<file path="src/rtl/excp_commit_if.sv">
// Commit-stage exception bus: per-pipe exception classification and payload,
// current CSR vectors, CSR update strobe/payload, flush and frontend redirect.
interface excp_commit_if;
    logic [1:0]        pipe_valid_i;
    logic [1:0]        excp_trigger_i;
    logic [1:0]        va_error_i;
    logic [1:0]        tlbrefill_i;
    logic [1:0]        tlbehi_update_i;
    logic [1:0]        ertn_i;
    logic [1:0][5:0]   ecode_i;
    logic [1:0][8:0]   esubcode_i;
    logic [1:0][31:0]  bad_va_i;
    logic [1:0][31:0]  pc_i;
    logic [31:0]       eentry_i;
    logic [31:0]       tlbrentry_i;
    logic [31:0]       era_i;
    logic              redirect_ready_i;

    logic [1:0]        commit_mask_o;
    logic              stall_o;
    logic              csr_wr_valid_o;
    logic [5:0]        csr_ecode_o;
    logic [8:0]        csr_esubcode_o;
    logic [31:0]       csr_era_o;
    logic [31:0]       csr_badv_o;
    logic [18:0]       csr_vppn_o;
    logic              csr_badv_we_o;
    logic              csr_tlbehi_we_o;
    logic              csr_tlbrefill_o;
    logic              csr_ertn_o;
    logic              flush_o;
    logic              redirect_valid_o;
    logic [31:0]       redirect_pc_o;

    modport master (
        output pipe_valid_i, excp_trigger_i, va_error_i, tlbrefill_i,
               tlbehi_update_i, ertn_i, ecode_i, esubcode_i, bad_va_i, pc_i,
               eentry_i, tlbrentry_i, era_i, redirect_ready_i,
        input  commit_mask_o, stall_o, csr_wr_valid_o, csr_ecode_o,
               csr_esubcode_o, csr_era_o, csr_badv_o, csr_vppn_o,
               csr_badv_we_o, csr_tlbehi_we_o, csr_tlbrefill_o, csr_ertn_o,
               flush_o, redirect_valid_o, redirect_pc_o
    );

    modport slave (
        input  pipe_valid_i, excp_trigger_i, va_error_i, tlbrefill_i,
               tlbehi_update_i, ertn_i, ecode_i, esubcode_i, bad_va_i, pc_i,
               eentry_i, tlbrentry_i, era_i, redirect_ready_i,
        output commit_mask_o, stall_o, csr_wr_valid_o, csr_ecode_o,
               csr_esubcode_o, csr_era_o, csr_badv_o, csr_vppn_o,
               csr_badv_we_o, csr_tlbehi_we_o, csr_tlbrefill_o, csr_ertn_o,
               flush_o, redirect_valid_o, redirect_pc_o
    );
endinterface

</file>
<file path="src/rtl/excp_commit_ctrl.sv">
// Exception / ERTN commit controller for a two-wide commit stage.
// Picks the oldest excepting pipe, gates retirement, then sequences a
// one-cycle CSR update, a FLUSH_CYCLES-long flush and a held frontend redirect.
module excp_commit_ctrl #(
    parameter int unsigned FLUSH_CYCLES = 2
) (
    input  logic         clk,
    input  logic         rst_n,
    excp_commit_if.slave bus
);

    typedef enum logic [1:0] {
        IDLE,
        CSR_WR,
        FLUSH,
        REDIRECT
    } state_t;

    localparam logic [3:0] FLUSH_LOAD = 4'(FLUSH_CYCLES - 1);

    state_t      state;
    state_t      state_nxt;
    logic [3:0]  flush_cnt;

    logic [1:0]  ev;
    logic [1:0]  exc;
    logic        any_ev;
    logic        sel;
    logic        sel_exc;

    logic        lat_ertn;
    logic [5:0]  lat_ecode;
    logic [8:0]  lat_esub;
    logic [31:0] lat_pc;
    logic [31:0] lat_badv;
    logic        lat_va_err;
    logic        lat_tlbehi;
    logic        lat_tlbrefill;
    logic [31:0] lat_target;

    logic [1:0]  commit_mask;
    logic        stall;
    logic        csr_wr_valid;
    logic [5:0]  csr_ecode;
    logic [8:0]  csr_esub;
    logic [31:0] csr_era;
    logic [31:0] csr_badv;
    logic [18:0] csr_vppn;
    logic        csr_badv_we;
    logic        csr_tlbehi_we;
    logic        csr_tlbrefill;
    logic        csr_ertn;
    logic        flush;
    logic        redirect_valid;
    logic [31:0] redirect_pc;

    // Per-pipe event decode and oldest-first selection (pipe 0 wins).
    always_comb begin
        ev      = bus.pipe_valid_i & (bus.excp_trigger_i | bus.ertn_i);
        exc     = bus.pipe_valid_i & bus.excp_trigger_i;
        any_ev  = |ev;
        sel     = ~ev[0];
        sel_exc = exc[sel];
    end

    // State register.
    always_ff @(posedge clk or negedge rst_n) begin
        if (!rst_n) begin
            state <= IDLE;
        end else begin
            state <= state_nxt;
        end
    end

    // Next-state sequencing: IDLE -> CSR_WR -> FLUSH(xN) -> REDIRECT -> IDLE.
    always_comb begin
        state_nxt = state;
        case (state)
            IDLE:     if (any_ev) state_nxt = CSR_WR;
            CSR_WR:   state_nxt = FLUSH;
            FLUSH:    if (flush_cnt == '0) state_nxt = REDIRECT;
            REDIRECT: if (bus.redirect_ready_i) state_nxt = IDLE;
            default:  state_nxt = IDLE;
        endcase
    end

    // Flush length counter, loaded on the CSR write cycle.
    always_ff @(posedge clk or negedge rst_n) begin
        if (!rst_n) begin
            flush_cnt <= '0;
        end else if (state == CSR_WR) begin
            flush_cnt <= FLUSH_LOAD;
        end else if (state == FLUSH && flush_cnt != '0) begin
            flush_cnt <= flush_cnt - 4'd1;
        end
    end

    // Capture the selected pipe's payload and redirect target on acceptance.
    // An exception outranks ERTN in the same pipe, so the ERTN flag is only
    // kept when the selected pipe is not excepting; TLB refill is likewise
    // only meaningful for an exception.
    always_ff @(posedge clk or negedge rst_n) begin
        if (!rst_n) begin
            lat_ertn      <= 1'b0;
            lat_ecode     <= '0;
            lat_esub      <= '0;
            lat_pc        <= '0;
            lat_badv      <= '0;
            lat_va_err    <= 1'b0;
            lat_tlbehi    <= 1'b0;
            lat_tlbrefill <= 1'b0;
            lat_target    <= '0;
        end else if (state == IDLE && any_ev) begin
            lat_ertn      <= ~sel_exc;
            lat_ecode     <= sel_exc ? bus.ecode_i[sel]    : '0;
            lat_esub      <= sel_exc ? bus.esubcode_i[sel] : '0;
            lat_pc        <= sel_exc ? bus.pc_i[sel]       : '0;
            lat_badv      <= sel_exc ? bus.bad_va_i[sel]   : '0;
            lat_va_err    <= sel_exc & bus.va_error_i[sel];
            lat_tlbehi    <= sel_exc & bus.tlbehi_update_i[sel];
            lat_tlbrefill <= sel_exc & bus.tlbrefill_i[sel];
            if (sel_exc && bus.tlbrefill_i[sel]) begin
                lat_target <= bus.tlbrentry_i;
            end else if (!sel_exc) begin
                lat_target <= bus.era_i;
            end else begin
                lat_target <= bus.eentry_i;
            end
        end
    end

    // Output decode; every payload is zero outside its qualifying state.
    always_comb begin
        commit_mask    = '0;
        stall          = 1'b0;
        csr_wr_valid   = 1'b0;
        csr_ecode      = '0;
        csr_esub       = '0;
        csr_era        = '0;
        csr_badv       = '0;
        csr_vppn       = '0;
        csr_badv_we    = 1'b0;
        csr_tlbehi_we  = 1'b0;
        csr_tlbrefill  = 1'b0;
        csr_ertn       = 1'b0;
        flush          = 1'b0;
        redirect_valid = 1'b0;
        redirect_pc    = '0;
        case (state)
            IDLE: begin
                stall = any_ev;
                if (!any_ev) begin
                    commit_mask = bus.pipe_valid_i;
                end else if (ev[0]) begin
                    commit_mask = exc[0] ? 2'b00 : 2'b01;
                end else begin
                    commit_mask = exc[1] ? (bus.pipe_valid_i & 2'b01) : bus.pipe_valid_i;
                end
            end
            CSR_WR: begin
                stall        = 1'b1;
                csr_wr_valid = 1'b1;
                if (lat_ertn) begin
                    csr_ertn = 1'b1;
                end else begin
                    csr_ecode     = lat_ecode;
                    csr_esub      = lat_esub;
                    csr_era       = lat_pc;
                    csr_badv      = lat_badv;
                    csr_vppn      = lat_badv[31:13];
                    csr_badv_we   = lat_va_err;
                    csr_tlbehi_we = lat_tlbehi;
                    csr_tlbrefill = lat_tlbrefill;
                end
            end
            FLUSH: begin
                stall = 1'b1;
                flush = 1'b1;
            end
            REDIRECT: begin
                stall          = 1'b1;
                redirect_valid = 1'b1;
                redirect_pc    = lat_target;
            end
            default: begin
                stall = 1'b1;
            end
        endcase
    end

    assign bus.commit_mask_o    = commit_mask;
    assign bus.stall_o          = stall;
    assign bus.csr_wr_valid_o   = csr_wr_valid;
    assign bus.csr_ecode_o      = csr_ecode;
    assign bus.csr_esubcode_o   = csr_esub;
    assign bus.csr_era_o        = csr_era;
    assign bus.csr_badv_o       = csr_badv;
    assign bus.csr_vppn_o       = csr_vppn;
    assign bus.csr_badv_we_o    = csr_badv_we;
    assign bus.csr_tlbehi_we_o  = csr_tlbehi_we;
    assign bus.csr_tlbrefill_o  = csr_tlbrefill;
    assign bus.csr_ertn_o       = csr_ertn;
    assign bus.flush_o          = flush;
    assign bus.redirect_valid_o = redirect_valid;
    assign bus.redirect_pc_o    = redirect_pc;

endmodule

</file>
<file path="src/flat_wrapper.sv">
// flat-port wrapper written by rule: the top's interface ports become plain ports
module excp_commit_ctrl_flat 
#(
    parameter int unsigned FLUSH_CYCLES = 2
)
  (clk, rst_n, bus_pipe_valid_i, bus_excp_trigger_i, bus_va_error_i, bus_tlbrefill_i, bus_tlbehi_update_i, bus_ertn_i, bus_ecode_i, bus_esubcode_i, bus_bad_va_i, bus_pc_i, bus_eentry_i, bus_tlbrentry_i, bus_era_i, bus_redirect_ready_i, bus_commit_mask_o, bus_stall_o, bus_csr_wr_valid_o, bus_csr_ecode_o, bus_csr_esubcode_o, bus_csr_era_o, bus_csr_badv_o, bus_csr_vppn_o, bus_csr_badv_we_o, bus_csr_tlbehi_we_o, bus_csr_tlbrefill_o, bus_csr_ertn_o, bus_flush_o, bus_redirect_valid_o, bus_redirect_pc_o);
  excp_commit_if bus_i ();
  input  logic clk;
  input  logic rst_n;
  input wire logic [$bits(bus_i.pipe_valid_i)-1:0] bus_pipe_valid_i;
  input wire logic [$bits(bus_i.excp_trigger_i)-1:0] bus_excp_trigger_i;
  input wire logic [$bits(bus_i.va_error_i)-1:0] bus_va_error_i;
  input wire logic [$bits(bus_i.tlbrefill_i)-1:0] bus_tlbrefill_i;
  input wire logic [$bits(bus_i.tlbehi_update_i)-1:0] bus_tlbehi_update_i;
  input wire logic [$bits(bus_i.ertn_i)-1:0] bus_ertn_i;
  input wire logic [$bits(bus_i.ecode_i)-1:0] bus_ecode_i;
  input wire logic [$bits(bus_i.esubcode_i)-1:0] bus_esubcode_i;
  input wire logic [$bits(bus_i.bad_va_i)-1:0] bus_bad_va_i;
  input wire logic [$bits(bus_i.pc_i)-1:0] bus_pc_i;
  input wire logic [$bits(bus_i.eentry_i)-1:0] bus_eentry_i;
  input wire logic [$bits(bus_i.tlbrentry_i)-1:0] bus_tlbrentry_i;
  input wire logic [$bits(bus_i.era_i)-1:0] bus_era_i;
  input wire logic [$bits(bus_i.redirect_ready_i)-1:0] bus_redirect_ready_i;
  output wire logic [$bits(bus_i.commit_mask_o)-1:0] bus_commit_mask_o;
  output wire logic [$bits(bus_i.stall_o)-1:0] bus_stall_o;
  output wire logic [$bits(bus_i.csr_wr_valid_o)-1:0] bus_csr_wr_valid_o;
  output wire logic [$bits(bus_i.csr_ecode_o)-1:0] bus_csr_ecode_o;
  output wire logic [$bits(bus_i.csr_esubcode_o)-1:0] bus_csr_esubcode_o;
  output wire logic [$bits(bus_i.csr_era_o)-1:0] bus_csr_era_o;
  output wire logic [$bits(bus_i.csr_badv_o)-1:0] bus_csr_badv_o;
  output wire logic [$bits(bus_i.csr_vppn_o)-1:0] bus_csr_vppn_o;
  output wire logic [$bits(bus_i.csr_badv_we_o)-1:0] bus_csr_badv_we_o;
  output wire logic [$bits(bus_i.csr_tlbehi_we_o)-1:0] bus_csr_tlbehi_we_o;
  output wire logic [$bits(bus_i.csr_tlbrefill_o)-1:0] bus_csr_tlbrefill_o;
  output wire logic [$bits(bus_i.csr_ertn_o)-1:0] bus_csr_ertn_o;
  output wire logic [$bits(bus_i.flush_o)-1:0] bus_flush_o;
  output wire logic [$bits(bus_i.redirect_valid_o)-1:0] bus_redirect_valid_o;
  output wire logic [$bits(bus_i.redirect_pc_o)-1:0] bus_redirect_pc_o;
  assign bus_i.pipe_valid_i = bus_pipe_valid_i;
  assign bus_i.excp_trigger_i = bus_excp_trigger_i;
  assign bus_i.va_error_i = bus_va_error_i;
  assign bus_i.tlbrefill_i = bus_tlbrefill_i;
  assign bus_i.tlbehi_update_i = bus_tlbehi_update_i;
  assign bus_i.ertn_i = bus_ertn_i;
  assign bus_i.ecode_i = bus_ecode_i;
  assign bus_i.esubcode_i = bus_esubcode_i;
  assign bus_i.bad_va_i = bus_bad_va_i;
  assign bus_i.pc_i = bus_pc_i;
  assign bus_i.eentry_i = bus_eentry_i;
  assign bus_i.tlbrentry_i = bus_tlbrentry_i;
  assign bus_i.era_i = bus_era_i;
  assign bus_i.redirect_ready_i = bus_redirect_ready_i;
  assign bus_commit_mask_o = bus_i.commit_mask_o;
  assign bus_stall_o = bus_i.stall_o;
  assign bus_csr_wr_valid_o = bus_i.csr_wr_valid_o;
  assign bus_csr_ecode_o = bus_i.csr_ecode_o;
  assign bus_csr_esubcode_o = bus_i.csr_esubcode_o;
  assign bus_csr_era_o = bus_i.csr_era_o;
  assign bus_csr_badv_o = bus_i.csr_badv_o;
  assign bus_csr_vppn_o = bus_i.csr_vppn_o;
  assign bus_csr_badv_we_o = bus_i.csr_badv_we_o;
  assign bus_csr_tlbehi_we_o = bus_i.csr_tlbehi_we_o;
  assign bus_csr_tlbrefill_o = bus_i.csr_tlbrefill_o;
  assign bus_csr_ertn_o = bus_i.csr_ertn_o;
  assign bus_flush_o = bus_i.flush_o;
  assign bus_redirect_valid_o = bus_i.redirect_valid_o;
  assign bus_redirect_pc_o = bus_i.redirect_pc_o;
  excp_commit_ctrl #(.FLUSH_CYCLES(FLUSH_CYCLES)) u_core (.clk(clk), .rst_n(rst_n), .bus(bus_i));
endmodule
</file>
<file path="config.mk">
export PLATFORM = sky130hd
export DESIGN_NAME = excp_commit_ctrl_flat
export DESIGN_NICKNAME = d
export VERILOG_FILES = /design/src/rtl/excp_commit_if.sv /design/src/rtl/excp_commit_ctrl.sv /design/src/flat_wrapper.sv
export SDC_FILE = /design/constraint.sdc
export NUM_CORES = 1
export LEC_CHECK = 0
export CORE_AREA = 2 2 157 159
export CTS_BUF_LIST = sky130_fd_sc_hd__clkbuf_8
export CTS_CLUSTER_DIAMETER = 40
export DETAILED_ROUTE_END_ITERATION = 7
export DIE_AREA = 0 0 159 161
export PLACE_DENSITY = 0.63
export SYNTH_ARGS = -nofsm -noshare
export SYNTH_HDL_FRONTEND = slang
export SYNTH_SLANG_ARGS = --single-unit
</file>
<file path="constraint.sdc">
create_clock -name clk -period 2.25 [get_ports clk]
set_clock_uncertainty 0.2 [all_clocks]
set_input_delay 0.3375 -clock clk [delete_from_list [all_inputs] [get_ports clk]]
set_output_delay 0.3375 -clock clk [all_outputs]
set_load 0.02 [all_outputs]
</file>
==> run_1/layer_met1.png <==
Scale bar: 50 um.
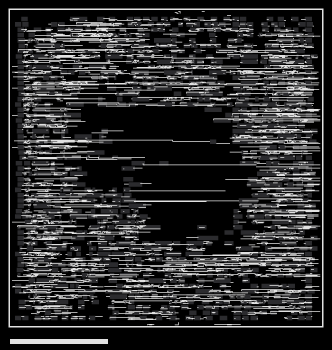
share of all routed wire: 40%
main direction: horizontal
longest straight run: 69.0 um

==> run_1/layer_met2.png <==
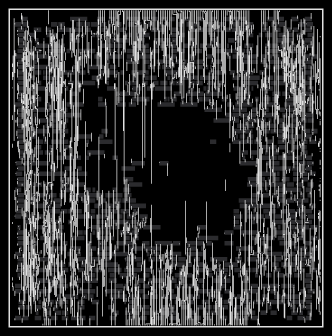
main direction: vertical
nets with wire on the layer: 1,196

==> run_1/layer_met3.png <==
Scale bar: 50 um.
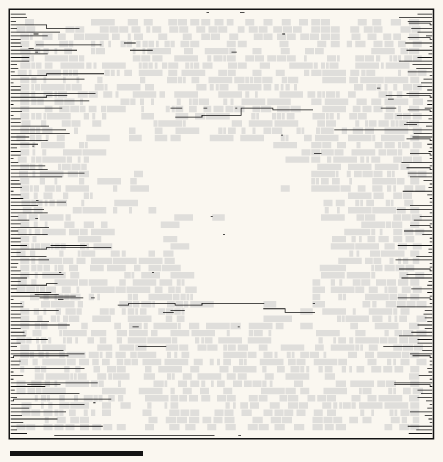
nets with wire on the layer: 260
share of all routed wire: 8.1%
wire length on this layer: 2,250 um
longest straight run: 60.0 um
main direction: horizontal

==> summary.txt, run 1 <==
run results: Top logic family simple AND/OR/NAND/NOR gates, Max Used Layer met4, combinational share of cell area between 20% and 30%, Syn Nets roughly 1,000, Top class by area buffers, pre-CTS setup slack -0.2285 ns, Seq/total area approximately 24%, sequential cell area about 3000 um2, Post-Syn Instances 765, Critical Path AT roughly 1.8 ns, most numerous cell in the Yosys netlist dfrtp_1, Worst-Margin Slew between 0.4 and 0.5 ns, # diodes 0, GR peak layer met2, sequential power share approximately 30%, global-route wire length before repair around 40,000 um, # Cells Yosys approximately 770, die area approximately 26,000 um2, CTS Root Cell clkbuf_8, met1 wire length 11,060 um, met1 GRT Util 24.21%, Placed Cells incl. Taps 1,457, Final Slew Violations 0, Clock Power between 2 and 2.5 mW, CTS tree done, Post-Layout Cell Count between 1,500 and 2,000, Layout clock area frac under 10%, mapped cell area roughly 6900 um2, Detailed Place HPWL between 15,000 and 20,000 um, Logic power comb approximately 6.3 mW, Async S/R FF share, synth 100.0%, violated checks negative setup slack, clock buffer count 18, MaxCap Viol Count 0, top power group combinational logic, Final Core Density between 50% and 60%, Post-DRT Antenna Nets 0, Final Hold Fails 0, YS warnings 0, floorplan utilization about 29%, M2 GR Usage between 30% and 40%, Routed WL 27,970 um, met3 routed WL between 2000 and 2500 um, RSZ-0062 raised after global routing yes, overall routing resource usage about a fifth, Synth area leaders dfrtp_1 (44%), mux2i_1 (12%), and2_1 (10%), Final Total Pwr 11.88 mW, slowest CP cell dfrtp_1, Worst path max stage delay 0.40 ns, Top-area cell share 43.77%, logic area 3652 um2, Syn Area/Cell approximately 9.0 um2, RR Endpoint u_core.lat_target[12]$_DFFE_PN0P_, Post-DP Area ~11,000 um2, Clk network pwr share 16.9%, reg2reg path depth 10, Core Footprint ~24,000 um2, DRT iter0 DRCs about 320, num rows around 57, run status finished, violations left, Worst EP required between 1.5 and 2 ns, comb_multi_in approximately 560, final global-route overflow total 0, fin worst setup slack -0.1216 ns, CP top delay family buffers and inverters, buffering overhead between 40% and 50%, flops & latches, synth 121, worst min path class input port to asynchronous set/reset pin, Setup crit start kind flop, Synth Area in XOR/XNOR less than 1%, Clock Tree Buf Depth 2, Setup crit end bus_csr_vppn_o[4], minimum clock period about 2.4 ns, Via Count 7,100, CP max FO 7, slew margin rel. around 70%, invs w/o clock 5, vias per std cell ~4.7, CTS sink count between 100 and 150, crit path cell chain inv_2 -> ha_4 -> nor2b_4 -> buf_8 -> clkbuf_16 -> and2_4 -> buf_6, Net Sw Frac approximately two fifths, Mux cell area share 12.43%, tapcell count 324, synth cell count leaders dfrtp_1 (121), nand2_1 (117), and2_1 (115), mux2i_1 (81), a31oi_1 (64), most frequent logic cell in the layout clkdlybuf4s50_1, maximum clock rate 421.7 MHz, CP startpoint u_core.state[1]$_DFFE_PN0P_, most instantiated logic cells after routing clkdlybuf4s50_1 (267), buf_6 (131), dfrtp_1 (121), nand2_1 (116), largest registers u_core.lat_badv: 32 flops, u_core.lat_pc: 32 flops, u_core.lat_target: 32 flops, largest net degree at the start of global routing approximately 70, initial antenna violation count 0, Yosys top cell by area dfrtp_1, vias in the first global route 7,100, Setup Buffers After CTS 4, Post-synth EDFFs 0, Non-CTS buffers ~470, H-tree levels 4, Crit Path Class flop to primary output, Die W 159 um, final setup fails ~130, Cell Pwr Density 942.0 nW/um2, Worst Path Buf+Inv 4, # port buffers around 410, static leakage 5.792 nW, internal power ~7.4 mW, Fin Setup TNS -10.16 ns, die height roughly 160 um, Cell Type Count 38, Setup crit end kind primary output, Fill cells 2,301, Yosys chip area ~6900 um2, tool warning count 31, GPL Wtd Cong 0.8546, TritonCTS buffer count 17, yosys aoi share around an eighth, Post-Synth Simple-Gate Area 21.81%, final instance area around 13,000 um2, fin crit share 105.4%
==> inputs of run 2 (changes only) <==
--- a/config.mk
+++ b/config.mk
@@ -5,12 +5,14 @@
 export SDC_FILE = /design/constraint.sdc
 export NUM_CORES = 1
 export LEC_CHECK = 0
+export CAP_MARGIN = 20
 export CORE_AREA = 2 2 157 159
 export CTS_BUF_LIST = sky130_fd_sc_hd__clkbuf_8
 export CTS_CLUSTER_DIAMETER = 40
 export DETAILED_ROUTE_END_ITERATION = 7
 export DIE_AREA = 0 0 159 161
 export PLACE_DENSITY = 0.63
+export SETUP_SLACK_MARGIN = 0.3
 export SYNTH_ARGS = -nofsm -noshare
 export SYNTH_HDL_FRONTEND = slang
 export SYNTH_SLANG_ARGS = --single-unit
==> run 2 against run 1 <==
Compared with the run above: the run still ends with negative setup slack left; synthesized cell count did not move; clock-buffer cell count is 1 higher; via count increased by 1.4%; non-clock buffer count up 21; worst hold slack gained 0.14 ns; cell area grew 1.8%; critical path type unchanged; largest cell class unchanged.
==> summary.txt, run 2 <==
run results: Clk network pwr share 17.7% (+0.8 points), met3 routed WL 1980 um (-12%), invs w/o clock 5 (unchanged), flops & latches, synth 121 (unchanged), Top-area cell share 43.77% (unchanged), most instantiated logic cells after routing clkdlybuf4s50_1 (267), dfrtp_1 (121), nand2_1 (116), buf_6 (110), mux2i_1 (81), largest registers u_core.lat_badv: 32 flops, u_core.lat_pc: 32 flops, u_core.lat_target: 32 flops, yosys aoi share 13.24% (unchanged), Post-synth EDFFs 0 (unchanged), met1 wire length 11,410 um (+3.2%), Post-DRT Antenna Nets 0 (unchanged), reg2reg path depth 9 (-1), num rows 57 (unchanged), die area 25,600 um2 (unchanged), mapped cell area 6918 um2 (unchanged), # Cells Yosys 765 (unchanged), DRT iter0 DRCs 224 (-30%), slew margin rel. 69.04% (-1.8 points), Fill cells 2,247 (-2.3%), overall routing resource usage 19.79% (-0.72 points), tool warning count 31 (unchanged), Post-Synth Simple-Gate Area 21.81% (unchanged), Die W 159 um (unchanged), worst reg2reg path startpoint u_core.state[0]$_DFFE_PN0P_, die height 161 um (unchanged), comb_multi_in 558 (unchanged), Layout clock area frac 3.333% (+0.19 points), Cell Pwr Density 943.1 nW/um2 (+0.11%), final setup fails 117 (-12%), CTS Root Cell clkbuf_8, Critical Path AT 1.86 ns (+0.03 ns), Final Total Pwr 12.11 mW (+1.9%), Seq/total area 23.59% (-0.43 points), Worst Path Buf+Inv 4 (unchanged), slowest CP cell dfrtp_1, Top logic family simple AND/OR/NAND/NOR gates, CTS tree done, maximum clock rate 417.6 MHz (-0.97%), tapcell count 324 (unchanged), Post-Layout Cell Count 1,531 (+1.4%), CP startpoint u_core.state[1]$_DFFE_PN0P_, initial antenna violation count 0 (unchanged), Syn Area/Cell 9.043 um2 (unchanged), run status finished, violations left, Yosys top cell by area dfrtp_1, TritonCTS buffer count 17 (unchanged), global-route wire length before repair 39,770 um (-3.1%), most frequent logic cell in the layout clkdlybuf4s50_1, logic area 3777 um2 (+3.4%), Post-DP Area 11,660 um2 (+1.7%), pre-CTS setup slack -0.1550 ns (+0.07349 ns), Non-CTS buffers 491 (+4.5%), Cell Type Count 38 (unchanged), H-tree levels 4 (unchanged), violated checks negative setup slack, Crit Path Class flop to primary output, sequential power share 29.9% (-0.4 points), fin crit share 106.4% (+1.0 points), floorplan utilization 28.87% (unchanged), sequential cell area 3028 um2 (unchanged), Clock Tree Buf Depth 2 (unchanged), Max Used Layer met4, Yosys chip area 6918 um2 (unchanged), fin worst setup slack -0.1447 ns (-0.02315 ns), internal power 7.516 mW (+2.1%), most numerous cell in the Yosys netlist dfrtp_1, Routed WL 28,420 um (+1.6%), Final Slew Violations 0 (unchanged), CTS sink count 121 (unchanged), Synth Area in XOR/XNOR 0.3798% (unchanged), final instance area 12,840 um2 (+1.8%), Synth area leaders dfrtp_1 (44%), mux2i_1 (12%), and2_1 (10%), Setup crit end kind primary output, M2 GR Usage 35.40% (about the same), combinational share of cell area 29.42% (+0.46 points), Post-Syn Instances 765 (unchanged), Via Count 7,202 (+1.4%), MaxCap Viol Count 0 (unchanged), buffering overhead 40.35% (-0.13 points), Setup crit start kind flop, RSZ-0062 raised after global routing yes, Final Hold Fails 0 (unchanged), RR Endpoint u_core.lat_target[21]$_DFFE_PN0P_, # diodes 0 (unchanged), Mux cell area share 12.43% (unchanged), top power group combinational logic, Worst-path clk slew roughly 0.080 ns, Placed Cells incl. Taps 1,467 (+0.69%), Net Sw Frac 37.92% (-0.13 points), crit path cell chain inv_2 -> ha_4 -> nor2b_4 -> buf_6 -> clkbuf_16 -> and2_4 -> buf_6, GR peak layer met2, Worst-Margin Slew 0.4644 ns (+0.02713 ns), Setup crit end bus_csr_badv_o[15], CP top delay family buffers and inverters, CP max FO 5 (-2), static leakage 5.913 nW (+2.1%), Top class by area buffers, Async S/R FF share, synth 100.0% (unchanged), Syn Nets 1,039 (unchanged), Logic power comb 6.34 mW (+1%), final global-route overflow total 0 (unchanged), YS warnings 0 (unchanged), GPL Wtd Cong 0.8164 (-4.5%), Fin Setup TNS -12.25 ns (-2.088 ns), Detailed Place HPWL 19,300 um (-0.74%), vias in the first global route 7,181 (+1.1%), Core Footprint 23,960 um2 (unchanged), Setup Buffers After CTS 1 (-3), synth cell count leaders dfrtp_1 (121), nand2_1 (117), and2_1 (115), mux2i_1 (81), a31oi_1 (64), clock buffer count 19 (+1), Worst path max stage delay 0.39 ns (about the same), Final Core Density 53.57% (+0.96 points), minimum clock period 2.395 ns (+0.02315 ns)
==> run_2/layer_met3.png <==
Scale bar: 50 um.
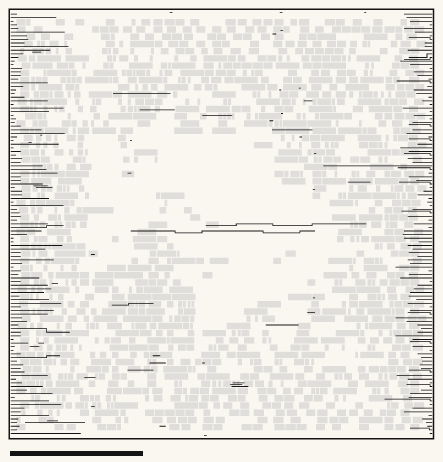
main direction: horizontal
longest straight run: 40.7 um
nets with wire on the layer: 255
wire length on this layer: 1,980 um
share of all routed wire: 7.0%

==> run_2/layer_met2.png <==
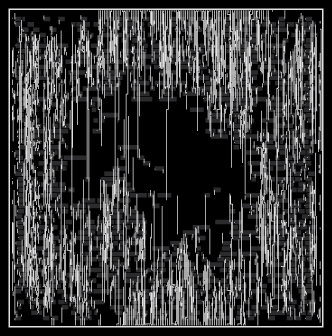
longest straight run: 75.1 um
main direction: vertical
nets with wire on the layer: 1,212
share of all routed wire: 51%
wire length on this layer: 14,400 um

==> run_2/flops_by_reg.png <==
Other sequential cells in the stronger grey, the rest of the logic in the fainter grey.
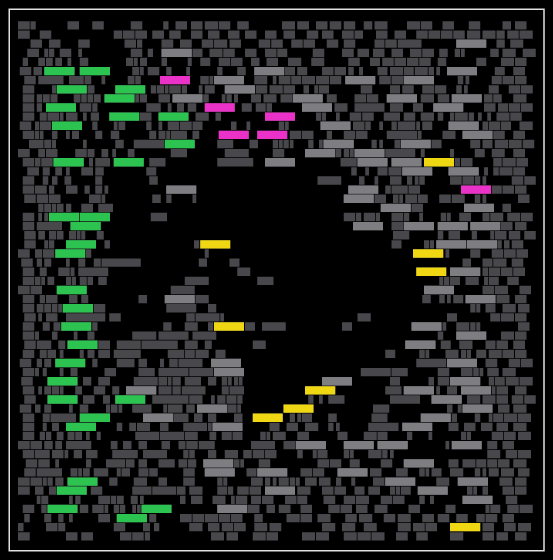
legend:
  u_core.lat_esub:
    colour: yellow
    placed_flops: 9
  u_core.lat_target:
    colour: green
    placed_flops: 32
    where: a vertical strip on the left
  u_core.lat_ecode:
    colour: magenta
    placed_flops: 6
    where: north
not coloured: 74

Power and IR drop assume default switching activity.
